## config.mk

```make
export PLATFORM = sky130hd
export DESIGN_NAME = tge_rx_frame_counter
export DESIGN_NICKNAME = d
export VERILOG_FILES = /design/src/rtl/tge_rx_frame_counter.sv
export SDC_FILE = /design/constraint.sdc
export NUM_CORES = 1
export LEC_CHECK = 0
export CORE_MARGIN = 2
export CORE_UTILIZATION = 51
export DETAILED_ROUTE_END_ITERATION = 12
export GPL_TIMING_DRIVEN = 0
export PLACE_DENSITY = 0.75
export SLEW_MARGIN = 20
export SYNTH_ARGS = -nofsm -noshare
export SYNTH_HDL_FRONTEND = slang
export SYNTH_SLANG_ARGS = --single-unit
```

## constraint.sdc

```tcl
create_clock -name user_clk -period 7.9 [get_ports user_clk]
set_input_delay 1.185 -clock user_clk [delete_from_list [all_inputs] [get_ports user_clk]]
set_output_delay 1.185 -clock user_clk [all_outputs]
set_load 0.05 [all_outputs]
```

## src/rtl/tge_rx_frame_counter.sv

```systemverilog
// rtl/tge_rx_frame_counter.sv - 10GbE RX frame delimiter and good/bad/oversize frame statistics
// Define TGE_RX_FRAME_CNT_SAT_EN to make counters saturate instead of wrap.
module tge_rx_frame_counter #(
   parameter int CNT_WIDTH       = 32,
   parameter int LEN_WIDTH       = 16,
   parameter int MAX_FRAME_WORDS = 1024
) (
   input  logic                 user_clk,
   input  logic                 user_rst,
   input  logic                 rx_valid,
   input  logic                 rx_end_of_frame,
   input  logic                 rx_bad_frame,
   input  logic                 clr,
   input  logic                 freeze,
   output logic [CNT_WIDTH-1:0] frame_cnt,
   output logic [CNT_WIDTH-1:0] bad_cnt,
   output logic [CNT_WIDTH-1:0] oversize_cnt,
   output logic [LEN_WIDTH-1:0] last_len,
   output logic                 rx_active
);

   typedef enum logic [1:0] {IDLE, FRAME, DISCARD} state_t;

   localparam logic [LEN_WIDTH-1:0] LEN_ONE = 1;
   localparam logic [LEN_WIDTH-1:0] MAX_LEN = MAX_FRAME_WORDS;
   localparam logic [CNT_WIDTH-1:0] CNT_ONE = 1;

   state_t               state, state_nxt;
   logic [LEN_WIDTH-1:0] len, len_nxt, eof_len;
   logic                 good_evt, bad_evt, over_evt;

   logic [CNT_WIDTH-1:0] good_int, bad_int, over_int;
   logic [LEN_WIDTH-1:0] last_len_int;

   function automatic logic [CNT_WIDTH-1:0] bump(input logic [CNT_WIDTH-1:0] v);
`ifdef TGE_RX_FRAME_CNT_SAT_EN
      return (&v) ? v : v + CNT_ONE;
`else
      return v + CNT_ONE;
`endif
   endfunction

   always_comb begin
      state_nxt = state;
      len_nxt   = len;
      eof_len   = len + LEN_ONE;
      good_evt  = 1'b0;
      bad_evt   = 1'b0;
      over_evt  = 1'b0;
      case (state)
         IDLE: begin
            if (rx_valid) begin
               if (rx_end_of_frame) begin
                  eof_len  = LEN_ONE;
                  good_evt = !rx_bad_frame;
                  bad_evt  = rx_bad_frame;
               end else begin
                  state_nxt = FRAME;
                  len_nxt   = LEN_ONE;
               end
            end
         end
         FRAME: begin
            if (rx_valid) begin
               if (rx_end_of_frame) begin
                  good_evt  = !rx_bad_frame;
                  bad_evt   = rx_bad_frame;
                  state_nxt = IDLE;
                  len_nxt   = '0;
               end else if (eof_len == MAX_LEN) begin
                  // Word MAX_FRAME_WORDS arrived without EOF: truncate and drop the rest
                  over_evt  = 1'b1;
                  state_nxt = DISCARD;
                  len_nxt   = eof_len;
               end else begin
                  len_nxt = eof_len;
               end
            end
         end
         DISCARD: begin
            if (rx_valid && rx_end_of_frame) begin
               state_nxt = IDLE;
               len_nxt   = '0;
            end
         end
         default: begin
            state_nxt = IDLE;
            len_nxt   = '0;
         end
      endcase
   end

   always_ff @(posedge user_clk or posedge user_rst) begin
      if (user_rst) begin
         state <= IDLE;
         len   <= '0;
      end else begin
         state <= state_nxt;
         len   <= len_nxt;
      end
   end

   // Internal counters; clr wins over any event classified in the same cycle
   always_ff @(posedge user_clk or posedge user_rst) begin
      if (user_rst) begin
         good_int     <= '0;
         bad_int      <= '0;
         over_int     <= '0;
         last_len_int <= '0;
      end else if (clr) begin
         good_int     <= '0;
         bad_int      <= '0;
         over_int     <= '0;
         last_len_int <= '0;
      end else begin
         if (good_evt) begin
            good_int     <= bump(good_int);
            last_len_int <= eof_len;
         end
         if (bad_evt)  bad_int  <= bump(bad_int);
         if (over_evt) over_int <= bump(over_int);
      end
   end

   // Output stage holds a coherent snapshot while freeze is high
   always_ff @(posedge user_clk or posedge user_rst) begin
      if (user_rst) begin
         frame_cnt    <= '0;
         bad_cnt      <= '0;
         oversize_cnt <= '0;
         last_len     <= '0;
      end else if (clr) begin
         frame_cnt    <= '0;
         bad_cnt      <= '0;
         oversize_cnt <= '0;
         last_len     <= '0;
      end else if (!freeze) begin
         frame_cnt    <= good_int;
         bad_cnt      <= bad_int;
         oversize_cnt <= over_int;
         last_len     <= last_len_int;
      end
   end

   assign rx_active = (state != IDLE);

endmodule

```

### I/O nets highlighted

The bar under the picture is 50 um long.
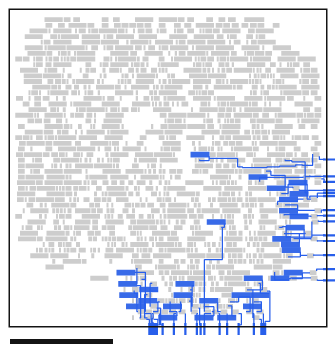
color	port	bits	direction	end cells	wire
blue	oversize_cnt	32	output	32	812 um
Port Buffers: 116
Top Ports: 120

### Track usage over the die

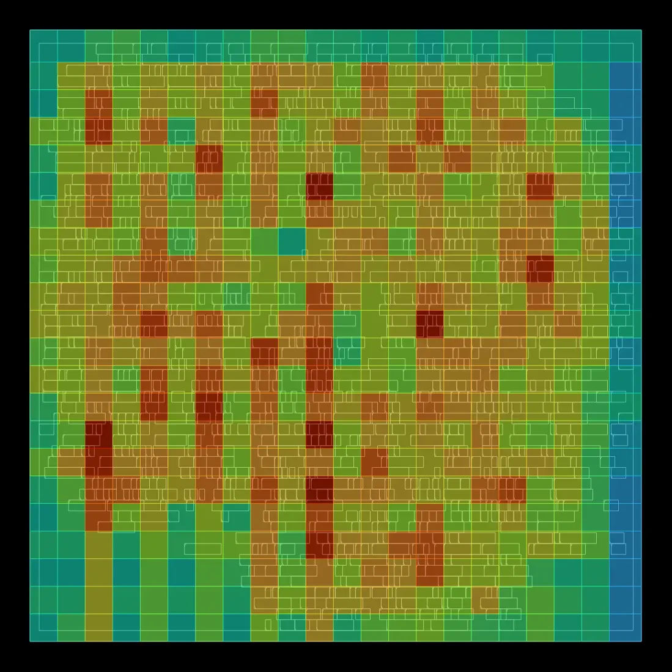
GR Layer Usage met1: 0.316
grt met2 use: 0.352
Global Route met3 Usage: 0.0295

==> results.txt <==
yosys + openroad results -> outcome finished clean, EDFF count, synth 0, CP max stage delay 0.82 ns, Post-synth ARST share 1.00, multi-input combinational area share 0.355, flops out of synthesis 242, distinct lib cells 62, share of cells above drive strength 1 0.0650, slowest CP cell clkdlybuf4s50_1, count leader, synth dfrtp_1, placed insts 1495, final core occ 0.631, number of global-route vias before repair 8405, Clk pwr share 0.463, CP startpoint kind flop, Mapped Cells 1097, top power consumer group registers, register area 0.00606 mm2, Hold Crit Start last_len_int[9]$_DFFE_PP0P_, setup bufs post-CTS 0, net count reported at finish 1255, DIE AREA 0.0234 mm2, Vias/cell 5.49, Clock transition at path regs 0.06 ns, terminus of the critical flop-to-flop path over_int[22]$_DFFE_PP0P_, routed vias 8460, number of non-clock inverters 16, antenna cells 0, HPWL Detailed 17500 um, final non-filler cell total 1542, Clock-cell share 0.0643, most used routing layer in global routing met2, Top cell excl fill/tap dfrtp_1, uppermost routed layer met4, die span in x 153 um, first-pass GRT wire length 43000 um, Peak VDD IR 0.128 mV, Avg WL per Cell 16.6 um, unrepaired setup endpoints after global routing no, main flop type dfrtp_1, sequential cell area share 0.440
Power is estimated from default activity; no workload was simulated.
